run_1/util_map.png
9 x 12 tiles, from black (low) to pale yellow (high), 0 to 100% covered.
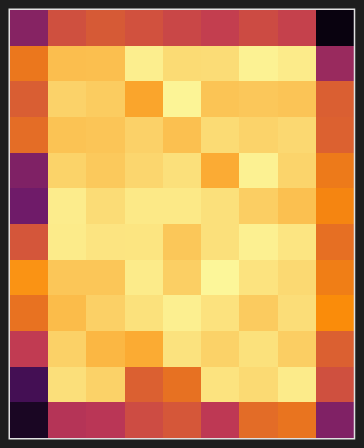
run_1/sizing.png
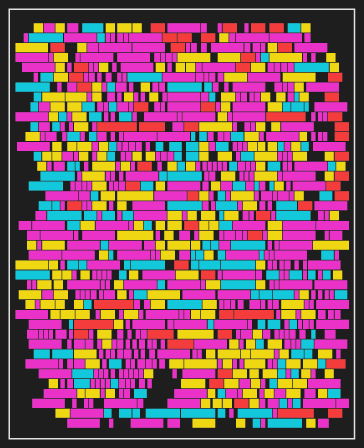
run_1/ff_map.png
Other sequential cells in the stronger grey, the rest of the logic in the fainter grey.
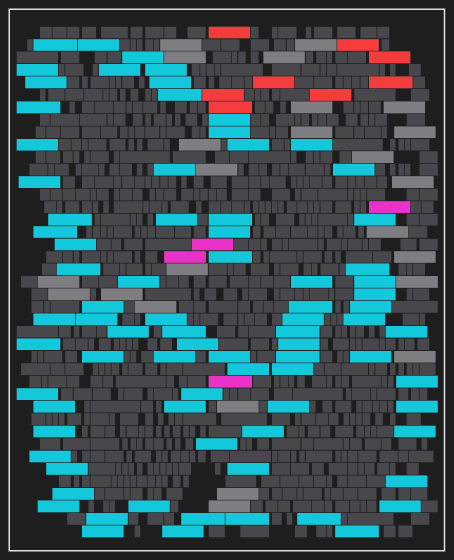
--- src/rtl/button_encoder_pkg.sv ---
// Shared types and constants for the button-driven byte encoder.
package button_encoder_pkg;

  localparam int unsigned NUM_BUTTONS = 4;
  localparam int unsigned BYTE_W      = 8;
  localparam int unsigned NIBBLE_W    = 4;

  localparam int unsigned BTN_INC_LO = 0;
  localparam int unsigned BTN_INC_HI = 1;
  localparam int unsigned BTN_CLEAR  = 2;
  localparam int unsigned BTN_COMMIT = 3;

  typedef enum logic [1:0] {
    IDLE   = 2'd0,
    EDIT   = 2'd1,
    COMMIT = 2'd2
  } state_e;

  // Increment each nibble independently, modulo 16, with no carry between them.
  function automatic logic [BYTE_W-1:0] inc_nibbles(input logic [BYTE_W-1:0] value,
                                                     input logic            inc_lo,
                                                     input logic            inc_hi);
    logic [NIBBLE_W-1:0] hi;
    logic [NIBBLE_W-1:0] lo;
    hi = value[BYTE_W-1:NIBBLE_W] + NIBBLE_W'(inc_hi);
    lo = value[NIBBLE_W-1:0] + NIBBLE_W'(inc_lo);
    return {hi, lo};
  endfunction

endpackage

--- src/rtl/button_debouncer.sv ---
// One button: 2-flop synchronizer, stability counter and rising-edge press strobe.
module button_debouncer #(
  parameter int unsigned DEBOUNCE_CYCLES = 1000000  // must be >= 2
) (
  input  logic clk,
  input  logic rst_n,
  input  logic btn_raw,
  output logic stable,
  output logic press
);

  localparam int unsigned CNT_W = $clog2(DEBOUNCE_CYCLES + 1);
  localparam logic [CNT_W-1:0] CNT_LAST = CNT_W'(DEBOUNCE_CYCLES - 1);

  logic             meta_q, meta_d;
  logic             sync_q, sync_d;
  logic             stable_q, stable_d;
  logic             press_q, press_d;
  logic [CNT_W-1:0] cnt_q, cnt_d;

  // Next-state: count consecutive disagreeing cycles; accept the new level once it has held long enough.
  always_comb begin
    meta_d   = btn_raw;
    sync_d   = meta_q;
    stable_d = stable_q;
    cnt_d    = cnt_q;
    press_d  = 1'b0;
    if (sync_q == stable_q) begin
      cnt_d = '0;
    end else if (cnt_q == CNT_LAST) begin
      stable_d = sync_q;
      cnt_d    = '0;
      press_d  = sync_q;  // only the rising transition produces a press
    end else begin
      cnt_d = cnt_q + CNT_W'(1);
    end
  end

  // State registers.
  always_ff @(posedge clk or negedge rst_n) begin
    if (!rst_n) begin
      meta_q   <= 1'b0;
      sync_q   <= 1'b0;
      stable_q <= 1'b0;
      press_q  <= 1'b0;
      cnt_q    <= '0;
    end else begin
      meta_q   <= meta_d;
      sync_q   <= sync_d;
      stable_q <= stable_d;
      press_q  <= press_d;
      cnt_q    <= cnt_d;
    end
  end

  assign stable = stable_q;
  assign press  = press_q;

endmodule

--- src/rtl/button_byte_encoder.sv ---
// Builds a byte from four debounced buttons and publishes it on a commit press.
module button_byte_encoder
  import button_encoder_pkg::*;
#(
  parameter int unsigned DEBOUNCE_CYCLES = 1000000
) (
  input  logic                   clockIn,
  input  logic                   resetN,
  input  logic [NUM_BUTTONS-1:0] controlButtons,
  output logic [BYTE_W-1:0]      workingByte,
  output logic [BYTE_W-1:0]      committedByte,
  output logic                   byteValid,
  output logic                   editing
);

  logic [NUM_BUTTONS-1:0] btn_stable;
  logic [NUM_BUTTONS-1:0] btn_press_raw;
  logic [NUM_BUTTONS-1:0] btn_press;

  state_e            state_q, state_d;
  logic [BYTE_W-1:0] working_q, working_d;
  logic [BYTE_W-1:0] committed_q, committed_d;
  logic              valid_q, valid_d;
  logic              editing_q, editing_d;

  for (genvar i = 0; i < NUM_BUTTONS; i++) begin : g_btn
    button_debouncer #(
      .DEBOUNCE_CYCLES(DEBOUNCE_CYCLES)
    ) u_debouncer (
      .clk    (clockIn),
      .rst_n  (resetN),
      .btn_raw(controlButtons[i]),
      .stable (btn_stable[i]),
      .press  (btn_press_raw[i])
    );
  end

  // A press strobe always coincides with the debounced level going high.
  assign btn_press = btn_press_raw & btn_stable;

  // Next-state and datapath: clear beats commit beats increments; COMMIT ignores all presses.
  always_comb begin
    state_d     = state_q;
    working_d   = working_q;
    committed_d = committed_q;
    valid_d     = 1'b0;
    unique case (state_q)
      IDLE, EDIT: begin
        if (btn_press[BTN_CLEAR]) begin
          working_d = '0;
          state_d   = IDLE;
        end else if (btn_press[BTN_COMMIT]) begin
          state_d = COMMIT;
        end else if (btn_press[BTN_INC_LO] || btn_press[BTN_INC_HI]) begin
          working_d = inc_nibbles(working_q, btn_press[BTN_INC_LO], btn_press[BTN_INC_HI]);
          state_d   = EDIT;
        end
      end
      COMMIT: begin
        committed_d = working_q;
        valid_d     = 1'b1;
        state_d     = IDLE;
      end
      default: begin
        state_d = IDLE;
      end
    endcase
    editing_d = (state_d == EDIT);
  end

  // State and output registers.
  always_ff @(posedge clockIn or negedge resetN) begin
    if (!resetN) begin
      state_q     <= IDLE;
      working_q   <= '0;
      committed_q <= '0;
      valid_q     <= 1'b0;
      editing_q   <= 1'b0;
    end else begin
      state_q     <= state_d;
      working_q   <= working_d;
      committed_q <= committed_d;
      valid_q     <= valid_d;
      editing_q   <= editing_d;
    end
  end

  assign workingByte   = working_q;
  assign committedByte = committed_q;
  assign byteValid     = valid_q;
  assign editing       = editing_q;

endmodule

--- config.mk ---
export PLATFORM = sky130hd
export DESIGN_NAME = button_byte_encoder
export DESIGN_NICKNAME = d
export VERILOG_FILES = /design/src/rtl/button_encoder_pkg.sv /design/src/rtl/button_debouncer.sv /design/src/rtl/button_byte_encoder.sv
export SDC_FILE = /design/constraint.sdc
export NUM_CORES = 1
export LEC_CHECK = 0
export ABC_AREA = 1
export CAP_MARGIN = 20
export CORE_ASPECT_RATIO = 1.25
export CORE_UTILIZATION = 55
export CTS_BUF_LIST = sky130_fd_sc_hd__clkbuf_4
export CTS_CLUSTER_DIAMETER = 60
export CTS_CLUSTER_SIZE = 24
export DETAILED_ROUTE_END_ITERATION = 7
export GPL_TIMING_DRIVEN = 0
export HOLD_SLACK_MARGIN = 0.15
export PLACE_DENSITY = 0.73
export SYNTH_ARGS = -nofsm -noshare
export SYNTH_HDL_FRONTEND = slang
export SYNTH_SLANG_ARGS = --single-unit
--- constraint.sdc ---
create_clock -name clockIn -period 1.2 [get_ports clockIn]
set_input_delay 0.3 -clock clockIn [delete_from_list [all_inputs] [get_ports clockIn]]
set_output_delay 0.3 -clock clockIn [all_outputs]
set_load 0.02 [all_outputs]
==> highlights.md, run 1 <==
* **cells traversed along the worst timing path** ha_4, nand3_4, nor2_4, nand3_4, nand2_8, nor2_1
* **largest fanout on the critical path** 8
* **cell chosen for the clock root** sky130_fd_sc_hd__clkbuf_4
* **endpoint kind of the worst setup timing path** flop
* **r2r startpoint** g_btn[1].u_debouncer.cnt_q[1]$_DFF_PN0_
* **predominant post-synthesis flop cell** sky130_fd_sc_hd__dfrtp_1
* **power density over the cells** 899.3 nW/um^2
* **Port Buf Inserts** 23
* **worst hold path depth** 1
* **setup slack on the worst flop-to-flop path** -0.31 ns
* **Internal Power** 6067 uW
* **critical path startpoint category** flop
* **GPL Wtd Cong** 0.9005
* **final setup slack of the worst path** -0.3074 ns
* **launch point of the critical path** g_btn[1].u_debouncer.cnt_q[1]$_DFF_PN0_
* **launch point of the worst hold path** controlButtons[2]
* **post-DP HPWL** 8849 um
* **Ys Warns** 0
* **filler cell count** 483
* **Sequential Area** 2929 sq um
* **share of async-settable or async-resettable flops after synthesis** 1.000
* **routed via count divided by cell count** 5.674
* **total number of vias** 5,822
* **maximum vdd drop** 958.9 uV
* **net load switching power** 1844 uW
* **sequential fraction of design power** 0.508
* **Hold Crit Class** in -> reg
* **fraction of power spent switching nets** 0.2331
* **synthesized instance count** 729
* **maximum number of pins on one net before global-route repair** 69
* **final core area utilization** 0.8574
* **fraction of final layout cells with drive strength greater than 1** 0.4448
* **count of nets after finishing** 898
* **global-route wire length before repair** 24,030 um
* **largest clock skew in the final design** 0.01668 ns
* **Area Growth Syn to Fin** 49.12%
* **Slew Limit Headroom** 0.6917
* **standard cell with the maximum stage delay on the critical path** sky130_fd_sc_hd__dfrtp_1
* **logic area** 3821 sq um
* **number of buffers between clock root and the deepest sink** 2
* **mean post-synth cell area** 8.092 sq um
* **remaining routing DRC violations** 0
* **data arrival at the endpoint of the critical path** 1.94 ns
* **final setup vio count** 102
* **cell occurring most often along the worst timing path** sky130_fd_sc_hd__nand3_4
* **total congestion overflow after global routing** 0
* **TritonCTS Buffers** 17
* **Late-Pin Clk Latency** 0.55 ns
* **H-tree depth reported by CTS** 4
* **die outline area** 11,150 sq um
* **achievable clock frequency** 0.6634 GHz
* **Global Route Usage Sum** 0.2750
* **static leakage power** 0.003830 uW
* **Worst Reg-to-Reg Cells** 6
* **violated checks** negative setup slack
* **highest cell delay on the worst timing path** 0.44 ns
* **antenna violations before repair** 0
* **dpl cells** 882
* **1st-pass router iterations** 5
* **number of standard cells reported by yosys** 729
* **Clk pwr share** 0.434
* **RR Endpoint** g_btn[1].u_debouncer.cnt_q[18]$_DFF_PN0_
* **Starting DRT DRC Count** 398
* **hold_buf cts** 1
* **horizontal extent of the die** 94.64 um
* **commonest cells after routing, fill and taps aside** 116 x sky130_fd_sc_hd__nor2_1, 95 x sky130_fd_sc_hd__dfrtp_1, 94 x sky130_fd_sc_hd__nand2_1
* **most instantiated logic cell after routing** sky130_fd_sc_hd__nor2_1
* **Post-CTS Setup Bufs** 61
* **family with the most delay on the worst path** simple AND/OR/NAND/NOR gates
* **cts repair resizes** 218
* **Syn Std Cell Area** 5899 sq um
* **type of the worst setup path** reg -> reg
* **number of global-route vias before repair** 5,310
* **number of placed I/O pins** 24
* **Clock Sink Count** 116
* **status** finished with violations
* **wirelength, routed** 17,790 um
* **number of inserted diodes** 0
* **Hold Path End** g_btn[2].u_debouncer.meta_q$_DFF_PN0_
* **floorplan utilization** 0.5750
* **maxcap violations** 0
* **unrepaired setup endpoints after global routing** yes
* **TritonCTS clock tree** built
* **data required time at the worst endpoint** 1.63 ns
* **count of tool warnings** 29
* **Yosys reg bits** 116
* **last element of the critical path** g_btn[1].u_debouncer.cnt_q[18]$_DFF_PN0_
* **number of enable-type register cells in the synthesized netlist** 0
* **Final Max Tran Viols** 0
* **die height** 117.8 um
* **combinational fraction of design power** 0.059
* **final critical-path required period** 1.507 ns
* **total cell area reported by yosys after synthesis** 5899 sq um
* **number of library cell types mapped by synthesis** 27
* **cell row count** 41
* **number of cells on the critical path** 6
* **pin slew with the least headroom to its limit** 0.4625 ns
* **part of the cycle the worst path needs** 1.256
* **Final Hold Viols** 0
* **Antenna Nets Post-Route** 0
* **count of buffering cells on the critical path with inverters included** 0
* **sequential-to-total area share from yosys stat** 0.4920
* **total core area** 10,260 sq um
* **clock transition time at the flip-flop clock pins of the worst setup and hold paths** 0.11 ns
* **count of non-filler cells in the finished layout** 1,026
* **routed len/inst** 17.34 um
* **Floorplan Nets** 743
-- util_map.png (at the start) --
The densest ninth of the die: middle. 64% of the tiles are over 75% full. The fullest tile reaches 98%. The mean over all tiles is 78%.

-- sizing.png (at the start) --
x6 and larger: in red, cells 54, share 6.0%. x3 and x4: in yellow, cells 204, share 23%. x2: in cyan, cells 141, share 16%. x1 and smaller: in magenta, cells 498, share 56%.

-- ff_map.png (at the start) --
g_btn.u_debouncer.stable: in magenta, placed flops 4, where middle. workingByte: in red, placed flops 8. g_btn.u_debouncer.cnt_q: in cyan, placed flops 80, where all over the die.
Another 24 sequential cells are not coloured.

==> run 1: metal layers <==
metal / part of all wire / GRT usage / vias up
met2: 0.52 / 0.4676 / 272
li1: - / - / 2631
met4: 0.050 / 0.1241 / 0
met5: 0 / 0 / -
met1: 0.37 / 0.3268 / 2821
met3: 0.052 / 0.06008 / 98
==> run 1: kinds of logic (layout without fill, tap and decap cells) <==
| logic type | count (synthesis) | count (layout) | synth area share |
|---|---|---|---|
| simple gates | 450 | 450 | 0.3402 |
| flops | 116 | 116 | 0.4920 |
| buf+inv | 76 | 244 | 0.05133 |
| xor+xnor | 47 | 47 | 0.07232 |
| compound gates | 32 | 32 | 0.02715 |
| fa+ha+maj | 8 | 8 | 0.01697 |
==> run 1: power by group through the flow <==
stage          logic [uW]  clock network [uW]  registers [uW]
4_1_cts               360                3420            4010
3_3_place_gp          247                   0            4080
6_report              464                3430            4020
5_1_grt               513                3630            4020
2_1_floorplan         131                   0            4070
3_5_place_dp          270                   0            4080
==> run 1: Yosys cell counts (4+ instances only) <==
master                    number  share of area
sky130_fd_sc_hd__nor2_1      178           0.11
sky130_fd_sc_hd__nand2_1     133          0.085
sky130_fd_sc_hd__dfrtp_1     116           0.49
sky130_fd_sc_hd__nand3_1      80          0.068
sky130_fd_sc_hd__inv_1        69          0.044
sky130_fd_sc_hd__xor2_1       29          0.043
sky130_fd_sc_hd__o21ai_0      21          0.018
sky130_fd_sc_hd__nor3_1       16          0.014
sky130_fd_sc_hd__xnor2_1      16          0.024
sky130_fd_sc_hd__a21oi_1       9         0.0076
sky130_fd_sc_hd__ha_1          8          0.017
sky130_fd_sc_hd__nor2_2        8         0.0085
sky130_fd_sc_hd__nand2_2       6         0.0064
sky130_fd_sc_hd__nand3_2       6          0.010
sky130_fd_sc_hd__nand4_1       6         0.0064
sky130_fd_sc_hd__and2_1        4         0.0042
==> run 1: metrics by stage <==
stage / worst slack [ns] / instance area, sq um / power, uW / hold WS (ns) / setup TNS (ns)
finish: -0.3074 / 8797 / 7911 / 0.1836 / -16.12
global route: -0.3619 / 8797 / 8167 / 0.1676 / -22.53
CTS: -0.2262 / 7711 / 7787 / 0.1740 / -10.47
detailed placement: -0.2568 / 6470 / 4348 / 0.3363 / -15.26
global placement: -4.914 / 6445 / 4324 / 0.3389 / -533.67
floorplan: -0.1132 / 6053 / 4201 / 0.004409 / -1.064
==> run 1: cell type report <==
cell class              count  share of cell area
plain buffers               4            0.004693
clock buffers              20             0.01707
clock inverters            12             0.02105
inverters                  72             0.03243
multi-input cells         537              0.4344
flip-flops and latches    116              0.3330
well taps                 129             0.01835
repair buffers            136              0.1391
==> run 1: state kept, by name, summed over array words and instances (netlist names) <==
name                      count
state_q                       2
editing                       1
committedByte                 8
g_btn.u_debouncer.sync_q      4
workingByte                   8
g_btn.u_debouncer.stable      4
g_btn.u_debouncer.cnt_q      80
byteValid                     1
g_btn.u_debouncer.meta_q      4
g_btn.u_debouncer.press       4
run_1/class_map.png
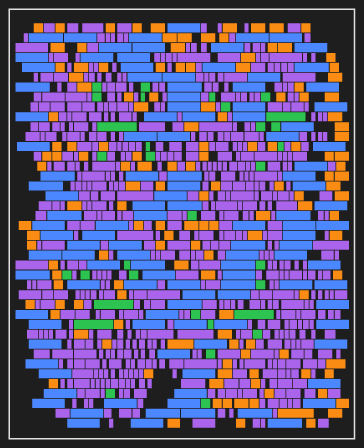

==> run 2, diff against run 1 <==
Settings changed: PLACE_DENSITY 0.73 to 0.7.
Clock period 1.2 ns to 1.6 ns, I/O delays scaled along.
run_2/class_map.png
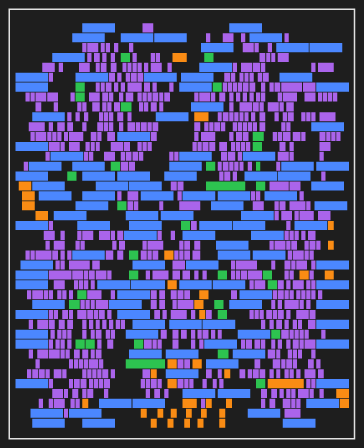
remaining logic cells: in purple, cells 609, share of their area 46%. clock drivers and dummy loads: in green, cells 32, share of their area 4.4%. remaining buffers and delay cells: in orange, cells 38, share of their area 4.3%. registers: in blue, cells 116, share of their area 45%.

==> run 2 against run 1 <==
Effect of this change:
- the run now ends clean
- cell area decreased by 24%
- synthesized cell count unchanged
- sequential share of layout area increased by 10 points
- clock power decreased by 38%
- first-iteration DRC count decreased by 37%
- sequential cell count unchanged
- cell count decreased by 9.9%
- power decreased by 33%
- synthesized area unchanged
- via count decreased by 18%
==> highlights.md, run 2 <==
* **maximum number of pins on one net before global-route repair** 64, -7.2%
* **Hold Crit Class** in -> reg
* **family with the most delay on the worst path** flip-flops
* **Late-Pin Clk Latency** 0.53 ns, -0.02 ns
* **pre-CTS worst setup slack** -0.005460 ns, +0.2513 ns
* **data arrival at the endpoint of the critical path** 1.12 ns, -0.82 ns
* **net load switching power** 1357 uW, -26%
* **pin slew with the least headroom to its limit** 0.7080 ns, +0.2455 ns
* **overall power after layout** 5309 uW, -33%
* **number of buffers between clock root and the deepest sink** 2, unchanged
* **number of library cell types mapped by synthesis** 27, unchanged
* **Cell Area, Placed** 6316 sq um, -2.4%
* **Clock Sink Count** 116, unchanged
* **number of enable-type register cells in the synthesized netlist** 0, unchanged
* **number of global-route vias before repair** 4,666, -12%
* **antenna violations before repair** 0, unchanged
* **TritonCTS clock tree** built
* **sequential-to-total area share from yosys stat** 0.4920, unchanged
* **highest cell delay on the worst timing path** 0.44 ns, about the same
* **Internal Power** 3952 uW, -35%
* **remaining routing DRC violations** 0, unchanged
* **most numerous cell in the Yosys netlist** sky130_fd_sc_hd__nor2_1
* **part of the cycle the worst path needs** 0.9492
* **launch point of the critical path** workingByte[1]$_DFFE_PN0P_
* **fraction of power spent switching nets** 0.2556, +0.02252
* **maxcap violations** 0, unchanged
* **unrepaired setup endpoints after global routing** yes
* **critical path startpoint category** flop
* **GPL Wtd Cong** 0.9053, +0.53%
* **TritonCTS Buffers** 17, unchanged
* **1st-pass router iterations** 5, unchanged
* **Global Route Usage Sum** 0.2361, -0.03892
* **total congestion overflow after global routing** 0, unchanged
* **standard cell with the maximum stage delay on the critical path** sky130_fd_sc_hd__dfrtp_2
* **area fraction of the dominant cell type after synthesis** 0.4920, unchanged
* **horizontal extent of the die** 94.64 um, unchanged
* **Finished Cell Area** 6648 sq um, -24%
* **combinational fraction of design power** 0.035, -0.024
* **endpoint kind of the worst setup timing path** output pin
* **setup slack on the worst flop-to-flop path** 0.09 ns, +0.40 ns
* **Port Buf Inserts** 23, unchanged
* **most instantiated logic cell after routing** sky130_fd_sc_hd__nor2_1
* **predominant post-synthesis flop cell** sky130_fd_sc_hd__dfrtp_1
* **Final Max Tran Viols** 0, unchanged
* **count of tool warnings** 27, -6.9%
* **largest clock skew in the final design** 0.01495 ns, -0.001724 ns
* **H-tree depth reported by CTS** 4, unchanged
* **cells traversed along the worst timing path** buf_2
* **number of placed I/O pins** 24, unchanged
* **sequential fraction of design power** 0.564, +0.056
* **status** complete, no violations
* **Starting DRT DRC Count** 250, -37%
* **routed len/inst** 13.01 um, -25%
* **achievable clock frequency** 0.6585 GHz
* **worst-case hold slack** 0.2948 ns, +0.1111 ns
* **Ys Warns** 0, unchanged
* **last element of the critical path** workingByte[1]
* **Area Growth Syn to Fin** 12.68%
* **Floorplan Nets** 743, unchanged
* **Syn Std Cell Area** 5899 sq um, unchanged
* **Antenna Nets Post-Route** 0, unchanged
* **total core area** 10,260 sq um, unchanged
* **static leakage power** 0.003018 uW, -21%
* **largest fanout on the critical path** 2, -6
* **Final Hold Viols** 0, unchanged
* **share of async-settable or async-resettable flops after synthesis** 1.000, unchanged
* **data required time at the worst endpoint** 1.20 ns, -0.43 ns
* **total cell area reported by yosys after synthesis** 5899 sq um, unchanged
* **synthesized instance count** 729, unchanged
* **Worst Reg-to-Reg Cells** 6, unchanged
* **maximum vdd drop** 641.9 uV, -33%
* **fraction of final layout cells with drive strength greater than 1** 0.1346, -0.3102
* **number of cells on the critical path** 1, -5
* **final setup vio count** 0, -100%
* **cell accounting for the most synthesized area** sky130_fd_sc_hd__dfrtp_1
* **cell chosen for the clock root** sky130_fd_sc_hd__clkbuf_4
* **final setup slack of the worst path** 0.08130 ns, +0.3887 ns
* **die outline area** 11,150 sq um, unchanged
* **Yosys reg bits** 116, unchanged
* **Largest register FFs** 80, unchanged
* **total number of vias** 4,793, -18%
* **Setup TNS Final** 0 ns, +16.12 ns
* **post-DP HPWL** 8583 um, -3.0%
* **number of standard cells reported by yosys** 729, unchanged
* **mean post-synth cell area** 8.092 sq um, unchanged
* **floorplan utilization** 0.5750, unchanged
* **clock transition time at the flip-flop clock pins of the worst setup and hold paths** 0.11 ns, about the same
* **global-route wire length before repair** 20,560 um, -14%
* **wirelength, routed** 12,020 um, -32%
* **most common library cells after synthesis** 178 x sky130_fd_sc_hd__nor2_1, 133 x sky130_fd_sc_hd__nand2_1, 116 x sky130_fd_sc_hd__dfrtp_1
* **Slew Limit Headroom** 0.5280, -0.1637
* **number of inserted diodes** 0, unchanged
* **r2r startpoint** g_btn[0].u_debouncer.cnt_q[0]$_DFF_PN0_
* **final critical-path required period** 1.519 ns
* **Synth area leaders** sky130_fd_sc_hd__dfrtp_1 49%, sky130_fd_sc_hd__nor2_1 11%, sky130_fd_sc_hd__nand2_1 8.5%, sky130_fd_sc_hd__nand3_1 6.8%, sky130_fd_sc_hd__inv_1 4.4%
* **count of nets after finishing** 796, -11%
* **count of buffering cells on the critical path with inverters included** 1, +1
* **RR Endpoint** g_btn[0].u_debouncer.cnt_q[3]$_DFF_PN0_
* **die height** 117.8 um, unchanged
* **cell row count** 41, unchanged
* **Clk pwr share** 0.401, -0.033
* **type of the worst setup path** reg -> out
* **commonest cells after routing, fill and taps aside** 176 x sky130_fd_sc_hd__nor2_1, 130 x sky130_fd_sc_hd__nand2_1, 115 x sky130_fd_sc_hd__dfrtp_1
* **power density over the cells** 798.6 nW/um^2, -11%
* **routed via count divided by cell count** 5.187, -8.6%
* **register with the most flip-flops** g_btn.u_debouncer.cnt_q
==> run 2: cell counts after synthesis <==
No cell type changed its count.
==> run 2: area by class of cell <==
| class | count | area [sq um] |
|---|---|---|
| Buffer | 4 | 32.53 |
| Clock buffer | 17 | 127.6 |
| Clock inverter | 15 | 158.9 |
| Fill cell | 904 | 3612 |
| Inverter | 72 | 270.3 |
| Multi-Input combinational cell | 537 | 2744 |
| Sequential cell | 116 | 2904 |
| Tap cell | 129 | 161.4 |
| Timing Repair Buffer | 34 | 249.0 |
==> run 2: through the flow <==
stage / cells / utilization
after floorplan: 729 / -
after global placement: 881 / 0.6132
after detailed placement: 882 / 0.6156
after CTS: 921 / 0.6410
after global routing: 924 / 0.6479
final: 924 / 0.6479
==> run 2: worst min-delay path by stage <==
stage	start	to	slack (ns)	cells after the start
after global routing	controlButtons[2]	g_btn[2].u_debouncer.meta_q$_DFF_PN0_	0.26	1
after floorplan	resetN	byteValid$_DFF_PN0_	0.10	0
final	controlButtons[1]	g_btn[1].u_debouncer.meta_q$_DFF_PN0_	0.29	1
after global placement	g_btn[2].u_debouncer.meta_q$_DFF_PN0_	g_btn[2].u_debouncer.sync_q$_DFF_PN0_	0.34	0
after CTS	controlButtons[1]	g_btn[1].u_debouncer.meta_q$_DFF_PN0_	0.25	1
after detailed placement	g_btn[2].u_debouncer.meta_q$_DFF_PN0_	g_btn[2].u_debouncer.sync_q$_DFF_PN0_	0.34	0
==> run 2: power groups by stage <==
stage          Clock (uW)  Sequential [uW]  Combinational [uW]
5_1_grt              2340             3000                 217
3_3_place_gp            0             3050                 172
4_1_cts              2200             2990                 189
3_5_place_dp            0             3050                 186
6_report             2130             2990                 185
2_1_floorplan           0             3040                85.1
==> run 2: what timing repair did <==
| item | CTS | global route |
|---|---|---|
| endpoints found under the setup margin | 25 | 33 |
| gates resized | 76 | 13 |
| endpoints found under the hold margin | 53 | 0 |
| buffers inserted | 6 | 3 |
| hold buffers | 1 | 0 |
| pin swaps | 0 | 1 |
==> run 2: logic make-up after synthesis <==
kind of cell,synth area share
AOI/OAI and AO/OA,0.02715
xor gates and xnor gates,0.07232
adders and majority gates,0.01697
buffers and inverters,0.05133
DFF,0.4920
and+or+nand+nor,0.3402
==> run 2: routing by layer <==
metal,share of wire,up-vias,routed length [um],global-route usage
met5,0,-,0,0
met4,0.025,0,306,0.1165
met3,0.029,29,343,0.05620
met2,0.52,80,6267,0.3889
met1,0.42,2265,5104,0.2847
li1,-,2419,-,-
Power figures rest on the tool's default switching activity, not on a simulated workload.
